**Wire density map**

The die is cut into 33 by 37 equal tiles; dark blue is low, red is high, scaled to the fullest tile. Values are wire area over tile area, all layers added.
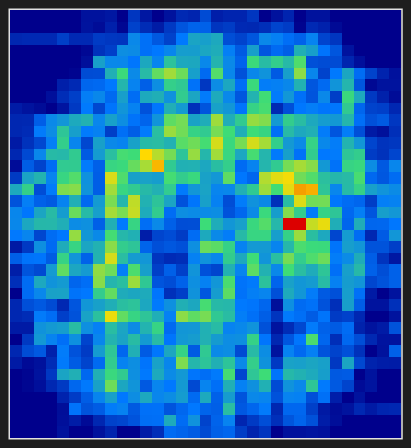
**Cells by drive strength**

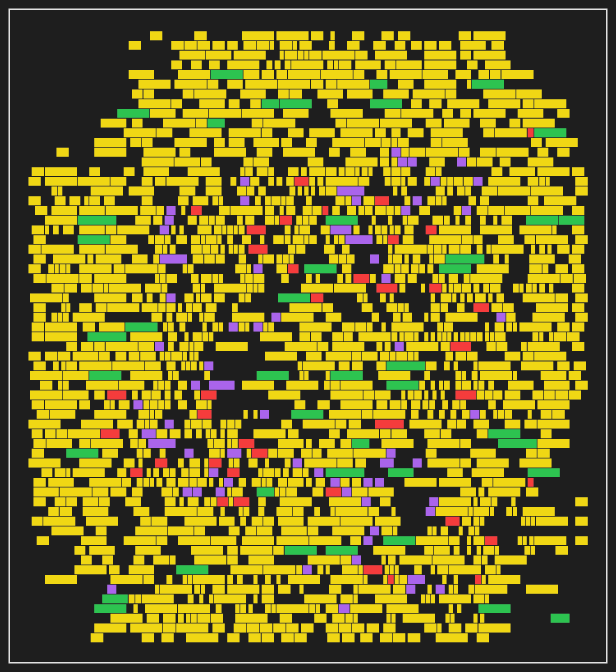
**Clock wires, drivers and flops**

Scale bar: 50 um.
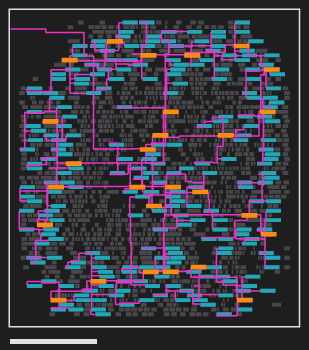
**Sequential cells grouped by signal name**

Scale bar: 50 um. Other sequential cells in the stronger gray, the rest of the logic in the fainter gray.
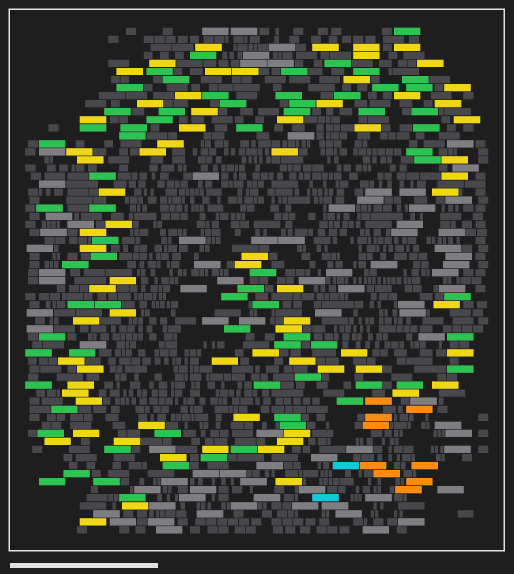
--- src/rtl/csa_accumulator.sv ---
// Streaming multi-operand adder: carry-save accumulation, one CPA per sum.
// Latency: last operand accepted at edge N -> o_out_valid high after edge N+2.
// Backpressure: o_in_ready low from last accept until the result is taken; result held stable.
module csa_accumulator #(
    parameter int WIDTH  = 64,
    parameter int GUARD  = 8,
    parameter int SIGNED = 0,
    parameter int ACC_W  = WIDTH + GUARD,
    parameter int CNT_W  = GUARD + 1
) (
    input  logic             i_clk,
    input  logic             i_reset_n,
    input  logic             i_in_valid,
    output logic             o_in_ready,
    input  logic [WIDTH-1:0] i_in_data,
    input  logic             i_in_last,
    output logic             o_out_valid,
    input  logic             i_out_ready,
    output logic [ACC_W-1:0] o_out_sum,
    output logic [CNT_W-1:0] o_out_count,
    output logic             o_out_ovf
);

    typedef enum logic [1:0] {
        ST_ACCUM   = 2'd0,
        ST_RESOLVE = 2'd1,
        ST_OUTPUT  = 2'd2
    } state_t;

    // Term count above this value means the guard bits may not have held the sum.
    localparam logic [CNT_W-1:0] OVF_LIMIT = {1'b1, {GUARD{1'b0}}};

    state_t           r_state;
    logic [ACC_W-1:0] r_s;
    logic [ACC_W-1:0] r_c;
    logic [CNT_W-1:0] r_cnt;
    logic [ACC_W-1:0] r_sum;
    logic [CNT_W-1:0] r_count;
    logic             r_ovf;
    logic             r_valid;

    logic [ACC_W-1:0] w_x;
    logic [ACC_W-1:0] w_maj;
    logic [ACC_W-1:0] w_s_next;
    logic [ACC_W-1:0] w_c_next;
    logic [CNT_W-1:0] w_cnt_next;
    logic [ACC_W-1:0] w_cpa;
    logic             w_accept;

    // Operand extension, 3:2 compression and saturating term count for the accept path.
    always_comb begin
        w_x = '0;
        if (SIGNED != 0) begin
            w_x = {{GUARD{i_in_data[WIDTH-1]}}, i_in_data};
        end else begin
            w_x = {{GUARD{1'b0}}, i_in_data};
        end
        w_s_next   = r_s ^ r_c ^ w_x;
        w_maj      = (r_s & r_c) | (r_s & w_x) | (r_c & w_x);
        // Carry out of the top bit is dropped: the sum is modulo 2^ACC_W.
        w_c_next   = {w_maj[ACC_W-2:0], 1'b0};
        w_cnt_next = (r_cnt == {CNT_W{1'b1}}) ? r_cnt : r_cnt + {{(CNT_W-1){1'b0}}, 1'b1};
        w_cpa      = r_s + r_c;
    end

    // Ready depends only on state, so there is no path from i_out_ready to o_in_ready.
    assign o_in_ready = (r_state == ST_ACCUM);
    assign w_accept   = i_in_valid & o_in_ready;

    // Control FSM with the redundant accumulator and registered result outputs.
    always_ff @(posedge i_clk or negedge i_reset_n) begin
        if (!i_reset_n) begin
            r_state <= ST_ACCUM;
            r_s     <= '0;
            r_c     <= '0;
            r_cnt   <= '0;
            r_sum   <= '0;
            r_count <= '0;
            r_ovf   <= 1'b0;
            r_valid <= 1'b0;
        end else begin
            case (r_state)
                ST_ACCUM: begin
                    if (w_accept) begin
                        r_s   <= w_s_next;
                        r_c   <= w_c_next;
                        r_cnt <= w_cnt_next;
                        if (i_in_last) begin
                            r_state <= ST_RESOLVE;
                        end
                    end
                end
                ST_RESOLVE: begin
                    r_sum   <= w_cpa;
                    r_count <= r_cnt;
                    r_ovf   <= (r_cnt > OVF_LIMIT);
                    r_state <= ST_OUTPUT;
                end
                ST_OUTPUT: begin
                    // First OUTPUT cycle raises valid; the handshake is only honoured once valid is up.
                    if (!r_valid) begin
                        r_valid <= 1'b1;
                    end else if (i_out_ready) begin
                        r_valid <= 1'b0;
                        r_s     <= '0;
                        r_c     <= '0;
                        r_cnt   <= '0;
                        r_state <= ST_ACCUM;
                    end
                end
                default: begin
                    r_state <= ST_ACCUM;
                end
            endcase
        end
    end

    assign o_out_valid = r_valid;
    assign o_out_sum   = r_sum;
    assign o_out_count = r_count;
    assign o_out_ovf   = r_ovf;

endmodule

--- config.mk ---
export PLATFORM = sky130hd
export DESIGN_NAME = csa_accumulator
export DESIGN_NICKNAME = d
export VERILOG_FILES = /design/src/rtl/csa_accumulator.sv
export SDC_FILE = /design/constraint.sdc
export NUM_CORES = 1
export LEC_CHECK = 0
export CORE_ASPECT_RATIO = 1.1
export CORE_MARGIN = 5
export CORE_UTILIZATION = 52
export DETAILED_ROUTE_END_ITERATION = 7
export PLACE_DENSITY_LB_ADDON = 0.25
export SKIP_CTS_REPAIR_TIMING = 1
export SYNTH_ARGS = -nofsm -noshare
export SYNTH_HDL_FRONTEND = slang
export SYNTH_SLANG_ARGS = --single-unit
--- constraint.sdc ---
create_clock -name i_clk -period 3.12 [get_ports i_clk]
set_input_delay 0.624 -clock i_clk [delete_from_list [all_inputs] [get_ports i_clk]]
set_output_delay 0.624 -clock i_clk [all_outputs]
set_load 0.01 [all_outputs]
==> results.cfg <==
; flow metrics
[die]
core_area_um2 = 26900
die_area_um2 = 30500
io_pins = 153
initCoreUtil_pct = 52.4
die_h_um = 183
die_w_um = 167
num_rows = 63
taps = 357

[critical_path]
worstPathArrival_ns = 3.40
crit_slowest_cell = o21ai_0
required_ns = 3.50
start_kind = flop
cp-end-kind = flop
timing.critical_path.mode_cell = o21ai_1
critPathBufInv = 0
path_cells = ha_1 -> nand2_1 -> o21ai_0 -> a221oi_1 -> o21a_1 -> o21ai_1 -> a31oi_4 -> o41ai_2 -> xnor2_1 -> o21ai_1
cp_max_fo = 6
reg2reg_slack_ns = 0.11
path_class = reg2reg

[yosys]
synth_warnings = 0
edf_count = 0
ys_ff = 237
seq_area_frac_synth_pct = 42.1
synth_top_cell_by_area = dfrtp_1
ff_type = dfrtp_1
synth_async_sr_flop_share_pct = 100
synthesis.nets = 1571
synthDistinctLibCells = 70
syn_avg_cell_area_um2 = 10.3
synth_stat.cells = 1364
top_cell = dfrtp_1
yosysTopAreaCellShare_pct = 42.1
syn_area_um2 = 14100
synth_cells = 1364
ys_area_um2 = 14100
top_cells_by_count = 237 x dfrtp_1, 166 x nand2_1, 143 x a22o_1

[global_route]
grt_pass1_wl_um = 58800
use_met1_pct = 32.2
grt_overflow = 0
grt_antenna_before_repair = 0
gr-max-usage-layer = met2
grt_max_degree = 88
use_met2_pct = 39.0
grtUsageMet3_pct = 2.92
grt_pass1_vias = 11295
grt_usage_pct = 23.1

[final_layout]
logic_area_um2 = 7850
non_clock_buffer_area_share_pct = 11.5
final_nets = 1722
seq_share_pct = 34.3
flop-count = 237
num-fill-cells = 2139
clk_share_pct = 5.67
dominant_cells = combinational gates
finalNonFillerCells = 1892
antenna_cells = 0
drive_above_1_share_pct = 9.51
clockBufferCount = 36
comb_share_pct = 45.4
syn_to_final_growth_pct = 22.7
nNonClkBuffers = 208
inv_count = 26
final_cell_area_um2 = 17300

[timing]
fin_ws_ns = 0.106
max_freq_mhz = 332
final_hold_viol_count = 0
setup_violations = 0
worst_pin_slew_ns = 0.937
fin_crit_ns = 3.01
hold_slack_ns = 0.0866
rsz0062_at_grt = yes
fin_crit_sh_pct = 96.6
slew_headroom_pct = 37.5
tns_ns = 0
maxSlewViolCount = 0

[placement]
dp_cells = 1842
dp_worst_setup_slack_ns = -0.0145
io_buffers = 152
place_area_um2 = 16200
hpwl_um = 26100
place.gp.congestion = 0.910

[routing]
dr.pass1.iters = 5
maxUsedRoutingLayer = met4
wl_per_cell_um = 18.8
wl_met1_um = 15600
vias = 11190
wl_um = 35600
drt_iter0_drc = 788
ant_nets = 0
met3_length_um = 1730
route.met2.wl_um = 17600
viasPerCell = 5.91
drc = 0

[power]
power.density_nw_per_um2 = 1140
p_leak_nw = 7.94
peakVddDrop_v = 0.000632
power_w = 0.0197

[clock_network]
cts_inserted_buffers = 27
clock_sinks = 237
cts_tree = built
clk_pin_slew_ns = 0.06
clockRootBuffer = clkbuf_16
clk_path_buf_depth = 3
htreeDepth = 1

[outcome]
status = completed

[hold_path]
hold_path.class = in2async

[job]
warning_count = 28
## Picture notes: 'wire density map'
- nearly empty tiles: 9.9%
- fullest tile: 0.71
- mean over tiles: 0.18
- tiles over half the peak: 8.8%

## Picture notes: 'cells by drive strength'
- x3 and x4: purple (cells 66; share 4.3%; most used buf_4)
- x2: red (cells 38; share 2.5%; most used clkinv_2)
- x6 and larger: green (cells 42; share 2.7%; most used clkbuf_16)
- x1 and smaller: yellow (cells 1,389; share 90%; most used dfrtp_1)

## Picture notes: 'clock wires, drivers and flops'
- flip-flops: cyan (count 237)
- clock wires: magenta (length 3,100 um)
- clock-net drivers: orange (count 27)
- flops lie: widely spread
Skew-Pair Late Insertion Delay: 0.53 ns
Clk power: 0.00347 W
clock share of power: 17.6%
clk_skew: 0.0110 ns

## Picture notes: 'sequential cells grouped by signal name'
- r_s: yellow (sequential cells 72; where widely spread)
- r_cnt: orange (sequential cells 9; where south-east)
- r_c: green (sequential cells 71; where widely spread)
- r_state: cyan (sequential cells 2)
- not colored: 83
Register Area: 5930 um^2
Util after Layout: 64.3%

==> cells by family after synthesis <==
family,Yosys count,synth area share [%]
multiplexers,1,0.0799
buffers and inverters,112,3.10
AND/OR/NAND/NOR,333,11.1
flip-flops,237,42.1
AND-OR/OR-AND,474,23.7
adder cells (fa/ha/maj),138,15.7
XOR/XNOR,69,4.29
==> registers in the layout (all words and copies together), names as in the netlist <==
signal and count:
o_out_count 9, r_state 2, o_out_sum 72, o_out_valid 1, r_s 72, r_c 71
r_cnt 9, o_out_ovf 1
==> placed cells by master (no fill, tap or decap), types with 5 or more instances in the layout <==
cell             instances
nand3_1                 15
fa_1                    63
xnor2_1                 39
xor2_1                  30
clkinv_2                 5
clkdlybuf4s50_1        151
ha_1                    71
a21o_1                  35
clkbuf_8                 5
dfrtp_1                237
a22o_1                 143
buf_4                   53
a211oi_1                 9
o21a_1                   8
a211o_1                  6
clkbuf_16               27
inv_1                   26
and3_1                  10
o21ai_1                 12
nand4_1                 32
bufinv_16                6
nor2b_1                  7
a31oi_1                 10
o21ai_0                102
nor3_1                  16
o21bai_1                17
nand2_1                166
nor2_1                  52
a21oi_1                 76
o211ai_1                 7
o31ai_1                  7
==> path summary, 6_finish.rpt <==
path,start,cells past startpoint,end
max in group asynchronous,i_reset_n,2,r_c[65]
setup reg to reg,r_c[35],10,o_out_sum[68]
min in group i_clk,o_out_sum[46],2,o_out_sum[46]
hold / removal,i_reset_n,1,o_out_count[7]
hold reg to reg,o_out_sum[46],2,o_out_sum[46]
setup / recovery,r_c[35],10,o_out_sum[68]
==> report_power, final <==
| part | switching, W | internal [W] | total [W] |
|---|---|---|---|
| logic | 0.00581 | 0.00485 | 0.0107 |
| registers | 0.00125 | 0.00436 | 0.00561 |
| clock network | 0.00127 | 0.00220 | 0.00347 |
No activity file was given, so power comes from the tool's default toggle rates.
